pinout.png
Pins as bars across the die edge, other pins in grey.
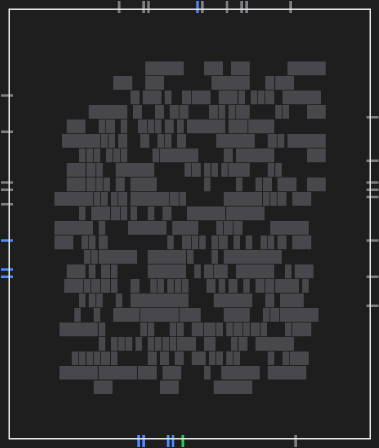
class_map.png
Scale bar: 20 um.
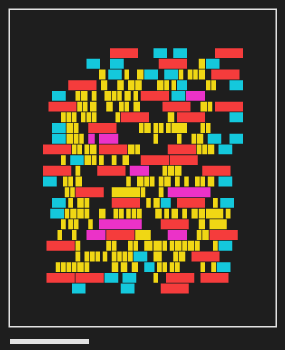
clock_wires.png
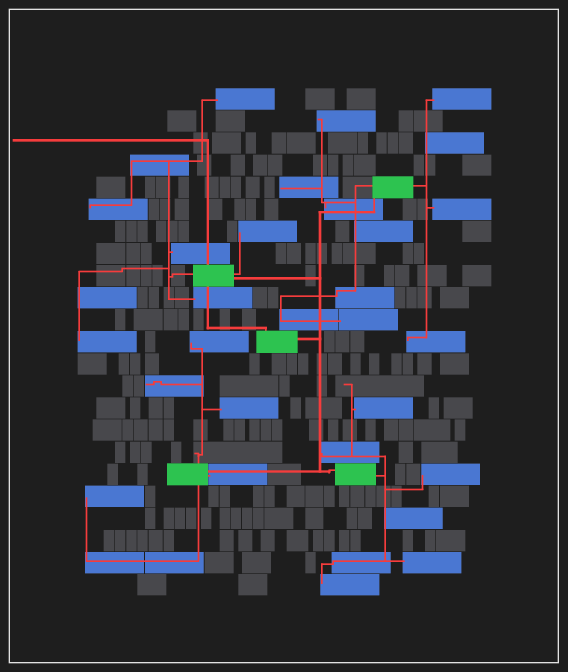
sizing.png
Scale bar: 20 um.
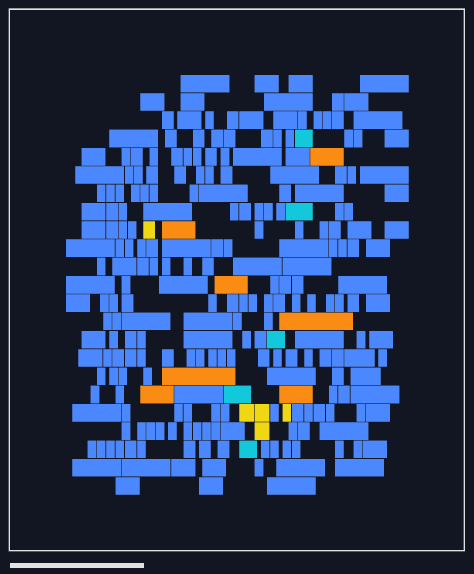
===== src/rtl/sumador_serial_ctrl_pkg.sv =====
// Shared definitions for the bit-serial adder controller.
package sumador_serial_ctrl_pkg;

    // FSM state encoding; 2'd3 is unused and falls back to idle.
    localparam logic [1:0] ST_IDLE = 2'd0;
    localparam logic [1:0] ST_RUN  = 2'd1;
    localparam logic [1:0] ST_FIN  = 2'd2;

endpackage


===== src/rtl/sumador_medio.sv =====
// One-bit half adder; two of these plus an OR make the serial full-adder cell.
module sumador_medio (
    input  logic x,
    input  logic y,
    output logic s,
    output logic c
);

    // Sum and carry of two single bits.
    always_comb begin
        s = x ^ y;
        c = x & y;
    end

endmodule


===== src/rtl/sumador_serial_ctrl.sv =====
// Bit-serial N-bit adder: one full-adder cell reused over N cycles, LSB first.
//
// state    | meaning
// ---------+---------------------------------------------------------
// ST_IDLE  | waiting for start; sum/cout hold the last result
// ST_RUN   | one operand bit pair added per cycle, busy=1
// ST_FIN   | result complete, done=1 for this single cycle
module sumador_serial_ctrl
    import sumador_serial_ctrl_pkg::*;
#(
    parameter int N = 8
) (
    input  logic         clk,
    input  logic         rst,
    input  logic         start,
    input  logic [N-1:0] a,
    input  logic [N-1:0] b,
    input  logic         cin,
    output logic         busy,
    output logic         done,
    output logic [N-1:0] sum,
    output logic         cout
);

    localparam int CW = $clog2(N);
    localparam logic [CW-1:0] LAST = CW'(N - 1);

    logic [1:0]    state;
    logic [CW-1:0] cnt;
    logic [N-1:0]  a_sh;
    logic [N-1:0]  b_sh;
    logic          carry;

    logic s_half;
    logic c_half;
    logic s_bit;
    logic c_prop;
    logic c_next;

    sumador_medio u_medio_ab (
        .x (a_sh[0]),
        .y (b_sh[0]),
        .s (s_half),
        .c (c_half)
    );

    sumador_medio u_medio_c (
        .x (s_half),
        .y (carry),
        .s (s_bit),
        .c (c_prop)
    );

    // Both half-adder carries can never be high together, so OR gives the majority.
    always_comb begin
        c_next = c_half | c_prop;
    end

    // FSM, bit counter, operand shifters, carry flop and result registers.
    always_ff @(posedge clk) begin
        if (rst) begin
            state <= ST_IDLE;
            busy  <= 1'b0;
            done  <= 1'b0;
            sum   <= '0;
            cout  <= 1'b0;
            cnt   <= '0;
            carry <= 1'b0;
            a_sh  <= '0;
            b_sh  <= '0;
        end else begin
            case (state)
                ST_IDLE: begin
                    busy <= 1'b0;
                    done <= 1'b0;
                    if (start) begin
                        a_sh  <= a;
                        b_sh  <= b;
                        carry <= cin;
                        cnt   <= '0;
                        sum   <= '0;
                        cout  <= 1'b0;
                        busy  <= 1'b1;
                        state <= ST_RUN;
                    end
                end
                ST_RUN: begin
                    sum   <= {s_bit, sum[N-1:1]};
                    a_sh  <= a_sh >> 1;
                    b_sh  <= b_sh >> 1;
                    carry <= c_next;
                    if (cnt == LAST) begin
                        cout  <= c_next;
                        busy  <= 1'b0;
                        done  <= 1'b1;
                        state <= ST_FIN;
                    end else begin
                        cnt <= cnt + CW'(1);
                    end
                end
                ST_FIN: begin
                    busy  <= 1'b0;
                    done  <= 1'b0;
                    state <= ST_IDLE;
                end
                default: begin
                    busy  <= 1'b0;
                    done  <= 1'b0;
                    state <= ST_IDLE;
                end
            endcase
        end
    end

endmodule

===== config.mk =====
export PLATFORM = sky130hd
export DESIGN_NAME = sumador_serial_ctrl
export DESIGN_NICKNAME = d
export VERILOG_FILES = /design/src/rtl/sumador_serial_ctrl_pkg.sv /design/src/rtl/sumador_medio.sv /design/src/rtl/sumador_serial_ctrl.sv
export SDC_FILE = /design/constraint.sdc
export NUM_CORES = 1
export LEC_CHECK = 0
export ABC_AREA = 1
export CAP_MARGIN = 40
export CORE_ASPECT_RATIO = 1.25
export CORE_MARGIN = 8
export CORE_UTILIZATION = 45
export DETAILED_ROUTE_END_ITERATION = 6
export MAX_ROUTING_LAYER = met4
export PLACE_DENSITY_LB_ADDON = 0.05
export SETUP_SLACK_MARGIN = 0.1
export SLEW_MARGIN = 20
export SYNTH_ARGS = -nofsm -noshare
export SYNTH_HDL_FRONTEND = slang
export SYNTH_SLANG_ARGS = --single-unit

===== constraint.sdc =====
create_clock -name clk -period 3.1 [get_ports clk]
set_clock_uncertainty 0.1 [all_clocks]
set_input_delay 0.93 -clock clk [delete_from_list [all_inputs] [get_ports clk]]
set_output_delay 0.93 -clock clk [all_outputs]
set_load 0.01 [all_outputs]

==> impl_metrics.env <==
# source this file to load flow results
export IMPL_grt_max_degree=20
export IMPL_p_leak_nw=0.906
export IMPL_cp_arrival_ns=1.20
export IMPL_mux_area_share_pct=0
export IMPL_outcome="completed"
export IMPL_xor_area_share_pct=0
export IMPL_crit_path_end_kind="output pin"
export IMPL_period_minus_slack_ns=2.23
export IMPL_worstPathMaxFanout=3
export IMPL_synth_cell_types=20
export IMPL_dp_cells=277
export IMPL_synth_area_top_cells="dfxtp_1 (44%), nand2_1 (14%), nand3_1 (14%)"
export IMPL_tritoncts="done"
export IMPL_synth_flops=33
export IMPL_drt_total_wl_mm=3.42
export IMPL_slowest_stage="clkdlybuf4s50_1"
export IMPL_ctsLongestPathBuffers=2
export IMPL_ys_sh_simple_pct=39.5
export IMPL_yosys_area_share_aoi_pct=3.03
export IMPL_placed_area_um2=1800
export IMPL_fmax_ghz=0.448
export IMPL_worstHoldPathType="flop to flop"
export IMPL_instances_no_fill=285
export IMPL_drtIter0Drc=66
export IMPL_antenna_found_initial=0
export IMPL_critical_path_top_delay_family="buffers and inverters"
export IMPL_drt_pass1_iter_count=4
-- pinout.png (at the start) --
[blue] b | pins: 8 | direction: input | edge: 4 south, 3 west, 1 north
[green] start | pins: 1 | direction: input | edge: south
Die W: 67.5 um
port bufs: 30
die height: 80.3 um

-- class_map.png (at the start) --
[yellow] remaining logic cells | cells: 174 | share of their area: 41%
[magenta] clock drivers and dummy loads | cells: 8 | share of their area: 7.1%
[red] sequential cells | cells: 33 | share of their area: 35%
[cyan] remaining buffers and delay cells | cells: 33 | share of their area: 17%
row cnt: 23
Core ar.: 3190 um^2
Seq/total area: 34.1%
Final Util: 60.6%
post-route cell area: 1940 um^2

-- clock_wires.png (at the start) --
[blue] flip-flops | count: 33
[red] clock wires | length: 434 um
[green] clock-net drivers | count: 5
routed clock nets: 6
clock group power: 480 uW
clock latency on the worst-skew pair: 0.29 ns
clock share of power: 45.6%

-- sizing.png (at the start) --
[cyan] x3 and x4 | cells: 5 | share: 2.0% | most used: buf_4
[orange] x6 and larger | cells: 7 | share: 2.8% | most used: clkbuf_8
[blue] x1 and smaller | cells: 231 | share: 93% | most used: nand2_1
[yellow] x2 | cells: 5 | share: 2.0% | most used: nor2_2
number of non-clock buffers in the layout: 33
area delta synth->final: 30.0%
post-route setup slack: 0.867 ns

## state kept, by name, summed over array words and instances, names as in the netlist
name	count
a_sh	8
b_sh	8
sum	8
cnt	3
state	2
busy	1
carry	1
cout	1
done	1
## cell type report
class | instances | area (um^2) | area share [%]
Multi-Input combinational cell | 149 | 678 | 35.0
Tap cell | 37 | 46.3 | 2.39
Clock inverter | 3 | 65.1 | 3.36
Timing Repair Buffer | 33 | 323 | 16.7
Sequential cell | 33 | 661 | 34.1
Clock buffer | 5 | 68.8 | 3.56
Inverter | 25 | 93.8 | 4.85
## logic make-up after synthesis
kind of cell	after synthesis
buf+inv	34
flops	33
fa+ha+maj	3
compound gates	9
simple gates	137
## placed cells by master, fill, tap and decap left out
| cell type | count |
|---|---|
| a21oi_1 | 5 |
| buf_4 | 3 |
| bufinv_16 | 2 |
| clkbuf_8 | 5 |
| clkdlybuf4s50_1 | 30 |
| clkinv_1 | 1 |
| clkinv_2 | 1 |
| dfxtp_1 | 33 |
| fa_1 | 1 |
| ha_1 | 2 |
| inv_1 | 23 |
| inv_2 | 1 |
| nand2_1 | 57 |
| nand2_2 | 1 |
| nand2_4 | 1 |
| nand3_1 | 41 |
| nor2_1 | 34 |
| nor2_2 | 2 |
| nor2_4 | 1 |
| o21ai_0 | 3 |
| o21ai_1 | 1 |
## layer usage
layer	part of all wire [%]	routed length [um]	global-route usage [%]	up-vias
met2	49	1690	23.6	23
li1	-	-	-	730
met4	1.6	55	6.71	0
met3	5.2	178	5.01	6
met5	0	0	-	-
met1	44	1490	14.2	614
## synthesized netlist by cell type
master,n
inv_2,1
o21ai_1,1
clkbuf_1,2
nor2_2,2
buf_4,3
clkinv_1,1
nand3_1,41
nand2_2,1
buf_6,1
o21ai_0,3
nand2_1,57
fa_1,1
ha_1,2
nor2_1,34
dfxtp_1,33
buf_2,3
nor2_4,1
a21oi_1,5
inv_1,23
nand2_4,1
## path summary, 6_finish.rpt
kind	start	end	slack, ns
worst max register to register	state[0]	b_sh[7]	1.53
worst min register to register	busy	busy	0.36
worst min-delay path	busy	busy	0.36
worst max-delay path	sum[7]	sum[7]	0.87
## where the power goes
part	switching, mW	internal (mW)	leakage, nW	total [mW]
Sequential	0.0115	0.443	0.270	0.454
Clock	0.160	0.319	0.0681	0.480
Combinational	0.0650	0.0541	0.569	0.119
Power is estimated from default activity; no workload was simulated.
